`src/rtl/rc2014_bus_master.sv`:
```
// rtl/rc2014_bus_master.sv - Z80-style RC2014 bus initiator: runs one memory or I/O cycle per command
module rc2014_bus_master #(
    parameter int unsigned T_CLKS   = 1,
    parameter int unsigned WAIT_MAX = 255
) (
    input  logic        CLK,
    input  logic        RST,
    input  logic        cmd_valid,
    output logic        cmd_ready,
    input  logic [15:0] cmd_addr,
    input  logic [7:0]  cmd_wdata,
    input  logic        cmd_write,
    input  logic        cmd_io,
    input  logic        cmd_m1,
    output logic        rsp_valid,
    output logic [7:0]  rsp_rdata,
    output logic        rsp_err,
    output logic [15:0] A_OUT,
    output logic [7:0]  D_OUT,
    input  logic [7:0]  D_IN,
    output logic        D_OE,
    output logic        MRQ,
    output logic        IORQ,
    output logic        RD,
    output logic        WR,
    output logic        M1,
    input  logic        WAIT
);

    typedef enum logic [2:0] {S_IDLE, S_T1, S_T2, S_TW, S_T3, S_TH} state_t;

    localparam logic [3:0] LP_TICK_LAST = 4'(T_CLKS - 1);
    localparam logic [7:0] LP_WAIT_MAX  = 8'(WAIT_MAX);

    state_t      r_state, w_state_nxt;
    logic [3:0]  r_tick, w_tick_nxt;
    logic [7:0]  r_wcnt, w_wcnt_nxt;
    logic        r_abort, w_abort_nxt;
    logic        r_write, w_write_nxt;
    logic        r_io, w_io_nxt;
    logic        r_m1, w_m1_nxt;
    logic        r_cmd_ready, w_cmd_ready_nxt;
    logic        r_rsp_valid, w_rsp_valid_nxt;
    logic        r_rsp_err, w_rsp_err_nxt;
    logic [7:0]  r_rdata, w_rdata_nxt;
    logic [15:0] r_a_out, w_a_out_nxt;
    logic [7:0]  r_d_out, w_d_out_nxt;
    logic        r_d_oe, w_d_oe_nxt;
    logic        r_mrq_n, w_mrq_n_nxt;
    logic        r_iorq_n, w_iorq_n_nxt;
    logic        r_rd_n, w_rd_n_nxt;
    logic        r_wr_n, w_wr_n_nxt;
    logic        r_m1_n, w_m1_n_nxt;
    logic        w_last;
    logic        w_active;

    assign w_last = (r_tick == LP_TICK_LAST);

    // Register state, latched command and every bus/response output
    always_ff @(posedge CLK or negedge RST) begin
        if (!RST) begin
            r_state     <= S_IDLE;
            r_tick      <= 4'd0;
            r_wcnt      <= 8'd0;
            r_abort     <= 1'b0;
            r_write     <= 1'b0;
            r_io        <= 1'b0;
            r_m1        <= 1'b0;
            r_cmd_ready <= 1'b1;
            r_rsp_valid <= 1'b0;
            r_rsp_err   <= 1'b0;
            r_rdata     <= 8'd0;
            r_a_out     <= 16'd0;
            r_d_out     <= 8'd0;
            r_d_oe      <= 1'b0;
            r_mrq_n     <= 1'b1;
            r_iorq_n    <= 1'b1;
            r_rd_n      <= 1'b1;
            r_wr_n      <= 1'b1;
            r_m1_n      <= 1'b1;
        end else begin
            r_state     <= w_state_nxt;
            r_tick      <= w_tick_nxt;
            r_wcnt      <= w_wcnt_nxt;
            r_abort     <= w_abort_nxt;
            r_write     <= w_write_nxt;
            r_io        <= w_io_nxt;
            r_m1        <= w_m1_nxt;
            r_cmd_ready <= w_cmd_ready_nxt;
            r_rsp_valid <= w_rsp_valid_nxt;
            r_rsp_err   <= w_rsp_err_nxt;
            r_rdata     <= w_rdata_nxt;
            r_a_out     <= w_a_out_nxt;
            r_d_out     <= w_d_out_nxt;
            r_d_oe      <= w_d_oe_nxt;
            r_mrq_n     <= w_mrq_n_nxt;
            r_iorq_n    <= w_iorq_n_nxt;
            r_rd_n      <= w_rd_n_nxt;
            r_wr_n      <= w_wr_n_nxt;
            r_m1_n      <= w_m1_n_nxt;
        end
    end

    // Next-state logic; strobes are derived from the state being entered so they change on the edge itself
    always_comb begin
        w_state_nxt     = r_state;
        w_tick_nxt      = w_last ? 4'd0 : r_tick + 4'd1;
        w_wcnt_nxt      = r_wcnt;
        w_abort_nxt     = r_abort;
        w_write_nxt     = r_write;
        w_io_nxt        = r_io;
        w_m1_nxt        = r_m1;
        w_rsp_valid_nxt = 1'b0;
        w_rsp_err_nxt   = 1'b0;
        w_rdata_nxt     = r_rdata;
        w_a_out_nxt     = r_a_out;
        w_d_out_nxt     = r_d_out;
        w_d_oe_nxt      = r_d_oe;

        case (r_state)
            S_IDLE: begin
                w_tick_nxt = 4'd0;
                if (cmd_valid) begin
                    w_write_nxt = cmd_write;
                    w_io_nxt    = cmd_io;
                    w_m1_nxt    = cmd_m1;
                    w_abort_nxt = 1'b0;
                    w_a_out_nxt = cmd_addr;
                    if (cmd_write) begin
                        w_d_out_nxt = cmd_wdata;
                        w_d_oe_nxt  = 1'b1;
                    end
                    w_state_nxt = S_T1;
                end
            end
            S_T1: begin
                if (w_last) w_state_nxt = S_T2;
            end
            S_T2: begin
                // I/O cycles always insert one wait state, which counts toward the limit
                if (w_last) begin
                    if (r_io || !WAIT) begin
                        w_state_nxt = S_TW;
                        w_wcnt_nxt  = 8'd1;
                    end else begin
                        w_state_nxt = S_T3;
                    end
                end
            end
            S_TW: begin
                if (w_last) begin
                    if (!WAIT) begin
                        if (r_wcnt < LP_WAIT_MAX) begin
                            w_wcnt_nxt = r_wcnt + 8'd1;
                        end else begin
                            w_abort_nxt = 1'b1;
                            w_state_nxt = S_T3;
                        end
                    end else begin
                        w_state_nxt = S_T3;
                    end
                end
            end
            S_T3: begin
                if (w_last) begin
                    if (!r_write && !r_abort) w_rdata_nxt = D_IN;
                    w_rsp_valid_nxt = 1'b1;
                    w_rsp_err_nxt   = r_abort;
                    w_state_nxt     = r_write ? S_TH : S_IDLE;
                end
            end
            S_TH: begin
                if (w_last) begin
                    w_d_oe_nxt  = 1'b0;
                    w_state_nxt = S_IDLE;
                end
            end
            default: begin
                w_state_nxt = S_IDLE;
                w_d_oe_nxt  = 1'b0;
            end
        endcase

        w_active        = (w_state_nxt == S_T2) || (w_state_nxt == S_TW) || (w_state_nxt == S_T3);
        w_mrq_n_nxt     = !(w_active && !r_io);
        w_iorq_n_nxt    = !(w_active && r_io);
        w_rd_n_nxt      = !(w_active && !r_write);
        w_wr_n_nxt      = !(w_active && r_write);
        w_m1_n_nxt      = !(w_active && !r_io && !r_write && r_m1);
        w_cmd_ready_nxt = (w_state_nxt == S_IDLE);
    end

    assign cmd_ready = r_cmd_ready;
    assign rsp_valid = r_rsp_valid;
    assign rsp_rdata = r_rdata;
    assign rsp_err   = r_rsp_err;
    assign A_OUT     = r_a_out;
    assign D_OUT     = r_d_out;
    assign D_OE      = r_d_oe;
    assign MRQ       = r_mrq_n;
    assign IORQ      = r_iorq_n;
    assign RD        = r_rd_n;
    assign WR        = r_wr_n;
    assign M1        = r_m1_n;

endmodule

```
`config.mk`:
```
export PLATFORM = sky130hd
export DESIGN_NAME = rc2014_bus_master
export DESIGN_NICKNAME = d
export VERILOG_FILES = /design/src/rtl/rc2014_bus_master.sv
export SDC_FILE = /design/constraint.sdc
export NUM_CORES = 1
export LEC_CHECK = 0
export CORE_MARGIN = 2
export CORE_UTILIZATION = 40
export CTS_CLUSTER_DIAMETER = 150
export DETAILED_ROUTE_END_ITERATION = 10
export GPL_ROUTABILITY_DRIVEN = 0
export PLACE_DENSITY = 0.7
export SYNTH_ARGS = -nofsm -noshare
export SYNTH_HDL_FRONTEND = slang
export SYNTH_SLANG_ARGS = --single-unit
export TNS_END_PERCENT = 30
```
`constraint.sdc`:
```
create_clock -name CLK -period 4.2 [get_ports CLK]
set_clock_uncertainty 0.15 [all_clocks]
set_input_delay 1.05 -clock CLK [delete_from_list [all_inputs] [get_ports CLK]]
set_output_delay 1.05 -clock CLK [all_outputs]
set_load 0.02 [all_outputs]
```
**Run 1: I/O nets highlighted**

Scale: 4 px per µm.
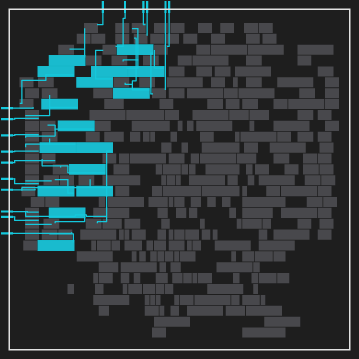
legend:
  cyan:
    port: A_OUT
    direction: output
    end_cells: 16
    buffers: 16
    wire: 417 µm
num ports: 80
port bufs: 79

**Run 1: routing congestion map**

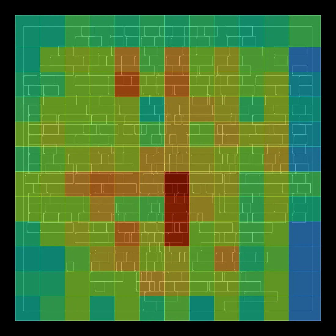
GR Util All Layers: 15.8%
GRT busiest layer: met2
met3 Usage GRT: 4.42%
grt met1 use: 20.7%

**Run 1: wiring by layer**

Scale: 4 px per µm.
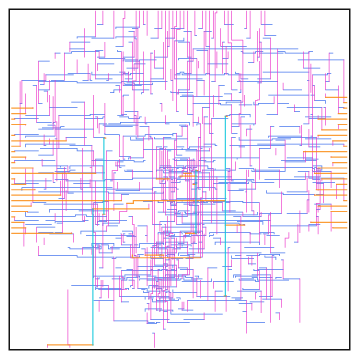
legend:
  magenta:
    layer: M2
    wire_length: 2470 µm
  orange:
    layer: M3
    wire_length: 349 µm
  blue:
    layer: M1
    wire_length: 2490 µm
  cyan:
    layer: M4
    wire_length: 114 µm

==> metrics.csv, run 1 <==
metric;value;unit
status;finished, final reports clean;
final setup margin;1.54;ns
mi-comb count;130;
cts hold-fix bufs;0;
total grt overflow;0;
clock tree sinks;60;
Clk power;579;µW
Clock buf/inv share;6.14;%
FFs w/ async S/R, synth;100;%
R2R setup slack;1.89;ns
Reg2Reg Depth;6;
maxcap violations;0;
YS warnings;0;
Mapped Avg Cell Area;12.8;µm²
non-clk buf share;21.6;%
Post-Place Setup Slack;1.19;ns
non-clock inverter total of the final layout;7;
Leak;0.00154;µW
Fin. Hold Viols;0;
post-layout util;58.7;%
dominant logic cell type in the layout;clkdlybuf4s50_1;
largest net degree at the start of global routing;49;
final net count;331;
Root Buffer;clkbuf_8;
Hold Path Depth;1;
final wirelength;5420;µm
area reported by Yosys stat;2610;µm²
sw frac;34.7;%
max-slew violation count;0;
Antenna Cells;0;
post-CTS resize count;0;
ys cells;203;
Final Non-Filler Cells;371;
# Taps;77;
P&R area growth vs syn;42.2;%
CP delay by family, top;buffers and inverters;
Max transition margin;30.3;%
Worst Path Buf+Inv;1;
Sequential Power;998;µW
crit path cell chain;clkdlybuf4s50_1;
comb pwr;1210;µW
hold path startpoint;r_m1;
Post-DRT Antenna Nets;0;
heaviest power group;combinational cells;
combinational share of cell area;28.2;%
CP max-delay cell;clkdlybuf4s50_1;
clock network fraction of design power;20.7;%
setup bufs post-CTS;0;
critical path fanouts, max;1;
Startpoint Class;flop;
Final Cycle Share;63.4;%
synth unique cells;44;
number of CTS-inserted buffers;9;
clock slew at reported path FFs;0.07;ns
Critical Path RT;3.00;ns
non-clock buffer count;81;
Gate power share;43.5;%
first-pass GRT wire length;8870;µm
Tool Warnings;27;
Mapped Area;2610;µm²
WHS;0.301;ns
share of cells above drive strength 1;23.1;%
clk buf depth;2;
Max Clock Freq;376;MHz
Seq/total area;40.7;%
Seq share, synth;57.9;%
Via density;5.11;
dpl hpwl;3820;µm
final setup fails;0;
htree depth;3;
FILL cells;534;
Worst Setup End Kind;output pin;
WP data arrival;1.46;ns
number of synthesized flops with an enable pin;0;
Primary FF master, synth;dfrtp_1;
Die Ht;84.7;µm
sequential cell count;60;
Flops after synth;60;
PD cells;753;nW/µm²
TritonCTS clock tree;built;
Mapped Nets;245;
Core ar.;6310;µm²
## run 1: worst max path at each step
stage	cells after the start	slack (ns)	from	end
2_1_floorplan	4	1.91	WAIT	r_wcnt[6]
3_3_place_gp	5	1.25	cmd_valid	D_OUT[5]
3_5_place_dp	5	1.19	WAIT	r_wcnt[5]
4_1_cts	1	1.51	RD	RD
5_1_grt	5	1.49	WAIT	r_wcnt[5]
6_report	1	1.54	RD	RD
## run 1: synthesized netlist by cell type, types with 2 or more instances
cell | n | area [µm²]
dfrtp_1 | 54 | 1350
mux2_2 | 35 | 394
nand2_1 | 16 | 60.1
nand2b_1 | 9 | 56.3
inv_1 | 7 | 26.3
mux2i_1 | 7 | 70.1
dfstp_2 | 6 | 158
nor2_1 | 6 | 22.5
o21ai_0 | 6 | 30.0
nand3_1 | 5 | 25.0
a21oi_1 | 4 | 20.0
nor3_1 | 4 | 20.0
a211oi_1 | 3 | 22.5
ha_1 | 3 | 37.5
nand4_1 | 3 | 18.8
nor2b_1 | 3 | 18.8
a2111oi_0 | 2 | 17.5
a31oi_1 | 2 | 12.5
buf_2 | 2 | 10.0
o211ai_1 | 2 | 15.0
## run 1: logic make-up after synthesis
kind of cell	after synthesis	share of synthesized area, %
buf+inv	13	2.30
fa+ha+maj	3	1.44
flops	60	57.9
mux	42	17.8
xor+xnor	2	0.672
compound gates	27	7.44
simple gates	56	12.4
## run 1: state kept, by name, indices dropped and copies added, names as in the netlist, 3 cells and up
signal and count:
A_OUT 16, D_OUT 8, r_wcnt 8, rsp_rdata 8
r_tick 4, r_state 3
## run 1: routing by layer
metal	wire length (µm)	track usage [%]	vias up	share of wire, %
met5	0	0	-	0
met4	113	8.95	0	2.1
met3	349	4.42	11	6.4
met2	2470	23.7	70	46
met1	2490	20.7	917	46
li1	-	-	898	-
**Run 1: register map, names as in the netlist**

Scale: 3 px per µm. Other sequential cells in the stronger grey, the rest of the logic in the fainter grey.
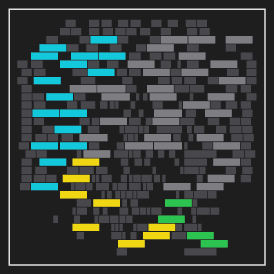

## Run 2: what changed since run 1
- clock period: 4.2 -> 2.6 ns (I/O delays scaled with it)
**Run 2: register map, names as in the netlist**

Scale: 3 px per µm. Other sequential cells in the stronger grey, the rest of the logic in the fainter grey.
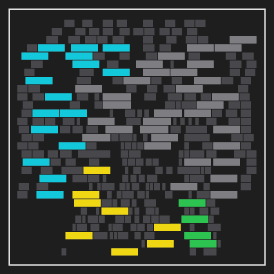
legend:
  yellow:
    netlist_name: r_wcnt
    sequential_cells: 8
  cyan:
    netlist_name: A_OUT
    sequential_cells: 16
  green:
    netlist_name: r_tick
    sequential_cells: 4
    where: south-east

**Run 2: I/O nets highlighted**

Scale: 4 px per µm.
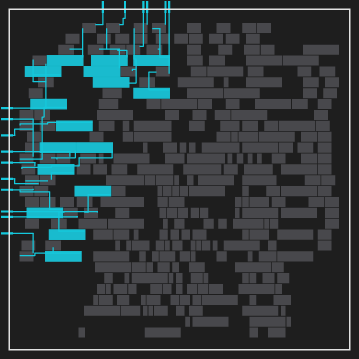
legend:
  cyan:
    port: A_OUT
    direction: output
    end_cells: 16
    buffers: 16
    wire: 399 µm

==> metrics.csv, run 2 <==
metric;value;unit;change
ys cells;203;;unchanged
WP data arrival;2.39;ns;was 1.46 ns
Flops after synth;60;;unchanged
Commonest cells post-synth;dfrtp_1 (54), mux2_2 (35), nand2_1 (16), nand2b_1 (9);;unchanged
clock slew at reported path FFs;0.07;ns;about the same
Via density;5.01;;was 5.11
post-synth top area share;51.8;%;unchanged
Worst Setup End Kind;flop;;was output pin
dpl hpwl;3740;µm;was 3820 µm
critical path fanouts, max;8;;was 1
Reg2Reg Depth;6;;unchanged
CP max-delay cell;or4_4;;was clkdlybuf4s50_1
max-slew violation count;0;;unchanged
Primary FF master, synth;dfrtp_1;;unchanged
sequential cell count;60;;unchanged
clock tree sinks;60;;unchanged
Core ar.;6310;µm²;unchanged
status;finished, final reports clean;;unchanged
Die Ht;84.7;µm;unchanged
# Taps;77;;unchanged
clk buf depth;2;;unchanged
non-clock inverter total of the final layout;7;;unchanged
max FFs per register;16;;unchanged
TritonCTS clock tree;built;;unchanged
final setup fails;0;;unchanged
met3 Usage GRT;5.90;%;was 4.42%
Startpoint Class;flop;;unchanged
Critical Path RT;2.70;ns;was 3.00 ns
P&R area growth vs syn;42.4;%;was 42.2%
mi-comb count;130;;unchanged
GR Layer Usage met2;23.5;%;was 23.7%
total grt overflow;0;;unchanged
final net count;334;;was 331
htree depth;3;;unchanged
largest net degree at the start of global routing;48;;was 49
final setup margin;0.313;ns;was 1.54 ns
num ports;80;;unchanged
first-pass GRT wire length;8640;µm;was 8870 µm
combinational share of cell area;28.2;%;about the same
non-clock buffer count;84;;was 81
most frequent cell after synthesis;dfrtp_1;;unchanged
port bufs;79;;unchanged
Mapped Nets;245;;unchanged
non-clk buf share;22.9;%;was 21.6%
Synth area leaders;dfrtp_1 (52%), mux2_2 (15%), dfstp_2 (6.0%);;unchanged
cts hold-fix bufs;0;;unchanged
post-CTS resize count;0;;unchanged
synth unique cells;44;;unchanged
Fin. Hold Viols;0;;unchanged
FFs w/ async S/R, synth;100;%;unchanged
PD cells;1180;nW/µm²;was 753 nW/µm²
final wirelength;5240;µm;was 5420 µm
FILL cells;549;;was 534
share of cells above drive strength 1;23.6;%;was 23.1%
number of CTS-inserted buffers;9;;unchanged
number of synthesized flops with an enable pin;0;;unchanged
Post-Place Setup Slack;0.134;ns;was 1.19 ns
Final Cycle Share;87.9;%;
Antenna Cells;0;;unchanged
Tool Warnings;27;;unchanged
crit path from;r_tick[0];;was RD
maxcap violations;0;;unchanged
Max transition margin;65.2;%;was 30.3%
Mapped Area;2610;µm²;unchanged
crit path cell chain;inv_1 -> ha_1 -> or3b_1 -> or4_4 -> a21oi_2 -> mux2i_1;;was clkdlybuf4s50_1
area reported by Yosys stat;2610;µm²;unchanged
Mapped Avg Cell Area;12.8;µm²;unchanged
worst hold-check path type;input port to async pin;;was flop to flop
R2R setup slack;0.31;ns;was 1.89 ns
Seq/total area;40.7;%;about the same
post-layout util;58.8;%;was 58.7%
Post-DRT Antenna Nets;0;;unchanged
Root Buffer;clkbuf_8;;unchanged
Max Clock Freq;437;MHz;
Seq share, synth;57.9;%;unchanged
YS warnings;0;;unchanged
-- run 2: cell counts after synthesis --
No cell type changed its count.
-- run 2: routing by layer --
metal  share of wire, %  vias up  routed length, µm
met5                  0        -                  0
met4                1.3        0                 70
met3                8.0        6                418
met2                 46       58               2390
met1                 45      904               2360
li1                   -      907                  -
-- run 2: through the flow --
| stage | hold slack (ns) | instance area [µm²] | total power, µW | instances |
|---|---|---|---|---|
| after detailed placement | 0.277 | 3530 | 3630 | 358 |
| after CTS | 0.0685 | 3710 | 4440 | 374 |
| final | 0.0690 | 3710 | 4390 | 374 |
| after global placement | 0.277 | 3530 | 3610 | 358 |
| after floorplan | 0.204 | 2610 | 2720 | 203 |
| after global routing | 0.0773 | 3710 | 4670 | 374 |
-- run 2: cell families (layout without fill, tap and decap cells) --
| logic type | Yosys count | count (layout) | share of synthesized area, % |
|---|---|---|---|
| AND-OR/OR-AND | 27 | 27 | 7.44 |
| XOR/XNOR | 2 | 2 | 0.672 |
| adder cells (fa/ha/maj) | 3 | 3 | 1.44 |
| buffers and inverters | 13 | 107 | 2.30 |
| flip-flops | 60 | 60 | 57.9 |
| multiplexers | 42 | 42 | 17.8 |
| AND/OR/NAND/NOR | 56 | 56 | 12.4 |
-- run 2: worst max-delay path by stage --
| stage | cells past startpoint | to | slack (ns) |
|---|---|---|---|
| after floorplan | 7 | r_wcnt[7] | 0.50 |
| after global placement | 5 | r_wcnt[5] | 0.19 |
| after detailed placement | 5 | r_wcnt[5] | 0.13 |
| after CTS | 6 | r_wcnt[7] | 0.28 |
| after global routing | 6 | r_wcnt[7] | 0.17 |
| final | 6 | r_wcnt[7] | 0.31 |
-- run 2: where the power goes --
part / total, µW / switching, µW / internal, µW
sequential: 1600 / 263 / 1340
clock: 792 / 353 / 440
combinational: 2000 / 950 / 1050
## Run 3: what changed since run 2
- CTS_CLUSTER_DIAMETER: 150 -> 40
**Run 3: register map, names as in the netlist**

Scale: 3 px per µm. Other sequential cells in the stronger grey, the rest of the logic in the fainter grey.
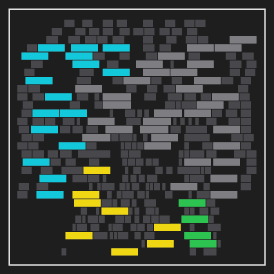
legend:
  cyan:
    netlist_name: A_OUT
    sequential_cells: 16
  green:
    netlist_name: r_tick
    sequential_cells: 4
    where: south-east
  yellow:
    netlist_name: r_wcnt
    sequential_cells: 8
not coloured: 32
Sequential Power: 1600 µW
FF+latch area: 1510 µm²
Seq/total area: 40.7%
post-layout util: 58.8%

**Run 3: pin placement**

Scale: 3 px per µm. Pins as bars across the die edge, other pins in grey.
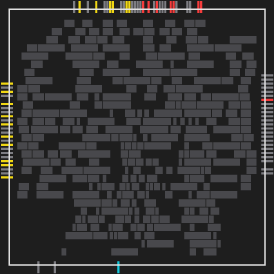
legend:
  cyan:
    port: WAIT
    pins: 1
    direction: input
    edge: south
  yellow:
    port: A_OUT
    pins: 16
    direction: output
    edge: 10 west, 6 north
  red:
    port: D_OUT
    pins: 8
    direction: output
    edge: 7 north, 1 east
all pins by edge: 30 north, 24 east, 23 west, 3 south

==> metrics.csv, run 3 <==
metric;value;unit;change
status;finished, final reports clean;;unchanged
aoi share;7.44;%;unchanged
Max Clock Freq;437;MHz;unchanged
grt met1 use;19.9;%;unchanged
met3 Usage GRT;5.90;%;unchanged
Flops after synth;60;;unchanged
Antenna Cells;0;;unchanged
simple share;12.4;%;unchanged
Startpoint Class;flop;;unchanged
Final Cycle Share;87.9;%;unchanged
Via density;5.01;;unchanged
PD cells;1180;nW/µm²;unchanged
P_sw;1570;µW;unchanged
critical path fanouts, max;8;;unchanged
Met1 Wirelength;2360;µm;unchanged
Gate power share;45.6;%;about the same
Reg2Reg Depth;6;;unchanged
share of cells above drive strength 1;23.6;%;unchanged
Die Ht;84.7;µm;unchanged
largest net degree at the start of global routing;48;;unchanged
max FFs per register;16;;unchanged
WP data arrival;2.39;ns;about the same
Post-DRT Antenna Nets;0;;unchanged
GRT busiest layer;met2;;unchanged
Max transition margin;65.2;%;unchanged
FFs w/ async S/R, synth;100;%;unchanged
total grt overflow;0;;unchanged
synth unique cells;44;;unchanged
max-slew violation count;0;;unchanged
Leak;0.00154;µW;unchanged
worst hold-check path type;input port to async pin;;unchanged
post-synth top area share;51.8;%;unchanged
clk buf depth;2;;unchanged
final net count;334;;unchanged
area reported by Yosys stat;2610;µm²;unchanged
dpl cells;358;;unchanged
Fin. Hold Viols;0;;unchanged
num ports;80;;unchanged
Seq share, synth;57.9;%;unchanged
Commonest cells post-synth;dfrtp_1 (54), mux2_2 (35), nand2_1 (16), nand2b_1 (9);;unchanged
maxcap violations;0;;unchanged
met3 WL;418;µm;unchanged
top sig layer;met4;;unchanged
port bufs;79;;unchanged
sw frac;35.7;%;unchanged
post-CTS resize count;0;;unchanged
P&R area growth vs syn;42.4;%;unchanged
ys cells;203;;unchanged
Final Non-Filler Cells;374;;unchanged
adder share;1.44;%;unchanged
clock slew at reported path FFs;0.07;ns;about the same
first-pass GRT wire length;8640;µm;unchanged
final setup fails;0;;unchanged
YS warnings;0;;unchanged
cell type with the largest total area;dfrtp_1;;unchanged
dominant logic cell type in the layout;clkdlybuf4s50_1;;unchanged
setup bufs post-CTS;0;;unchanged
Core ar.;6310;µm²;unchanged
RSZ-0062 raised after global routing;false;;unchanged
clock network fraction of design power;18.0;%;about the same
Mapped Avg Cell Area;12.8;µm²;unchanged
Critical Path RT;2.70;ns;about the same
dpl hpwl;3740;µm;unchanged
TritonCTS clock tree;built;;unchanged
Mapped Area;2610;µm²;unchanged
WHS;0.0690;ns;unchanged
GR Util All Layers;15.6;%;unchanged
number of synthesized flops with an enable pin;0;;unchanged
number of CTS-inserted buffers;9;;unchanged
htree depth;3;;unchanged
Mux cell area share;17.8;%;unchanged
Tool Warnings;27;;unchanged
Internal;2830;µW;unchanged
Flop pwr share;36.4;%;about the same
GR Layer Usage met2;23.5;%;unchanged
xor/xnor share;0.672;%;unchanged
most frequent cell after synthesis;dfrtp_1;;unchanged
Synth area leaders;dfrtp_1 (52%), mux2_2 (15%), dfstp_2 (6.0%);;unchanged
Worst Setup End Kind;flop;;unchanged
total power;4390;µW;unchanged
final wirelength;5240;µm;unchanged
Root Buffer;clkbuf_8;;unchanged
cts hold-fix bufs;0;;unchanged
met2 WL post-DR;2390;µm;unchanged
Top logic family;multiplexers;;unchanged
[run 3: power by group through the flow]
stage	combinational [µW]	clock, µW	sequential (µW)
after floorplan	801	0	1920
after global placement	2000	0	1610
after detailed placement	2020	0	1610
after CTS	2020	815	1600
after global routing	2160	857	1660
final	2000	792	1600
[run 3: through the flow]
stage	util, %	area, µm²	setup slack [ns]
after floorplan	-	2610	0.495
after global placement	55.8	3530	0.189
after detailed placement	55.8	3530	0.134
after CTS	58.8	3710	0.281
after global routing	58.8	3710	0.169
final	58.8	3710	0.313
[run 3: final timing paths]
kind / endpoint / from / slack, ns
setup / recovery: r_wcnt[7] / r_tick[0] / 0.31
setup reg to reg: r_wcnt[7] / r_tick[0] / 0.31
hold / removal: r_wcnt[2] / RST / 0.07
min in group CLK: M1 / r_m1 / 0.29
hold reg to reg: M1 / r_m1 / 0.29
max in group asynchronous: WR / RST / 1.62
[run 3: kinds of logic (layout without fill, tap and decap cells)]
kind of cell | after synthesis | in the layout
muxes | 42 | 42
adders and majority gates | 3 | 3
buffers and inverters | 13 | 107
and+or+nand+nor | 56 | 56
AOI/OAI and AO/OA | 27 | 27
DFF | 60 | 60
xor gates and xnor gates | 2 | 2
[run 3: critical path, stage by stage (launching register included)]
cell	delay (ns)
dfrtp_1	0.40
inv_1	0.07
ha_1	0.15
or3b_1	0.50
or4_4	0.58
a21oi_2	0.16
mux2i_1	0.19
[run 3: final cells by class]
class / instances / area [µm²] / area share, %
clock buffer: 11 / 131 / 3.54
clock inverter: 5 / 53.8 / 1.45
inverter: 7 / 26.3 / 0.708
multi-input combinational: 130 / 1050 / 28.2
sequential: 60 / 1510 / 40.7
tap: 77 / 96.3 / 2.60
timing repair buffer: 84 / 848 / 22.9
No activity file was given, so power comes from the tool's default toggle rates.
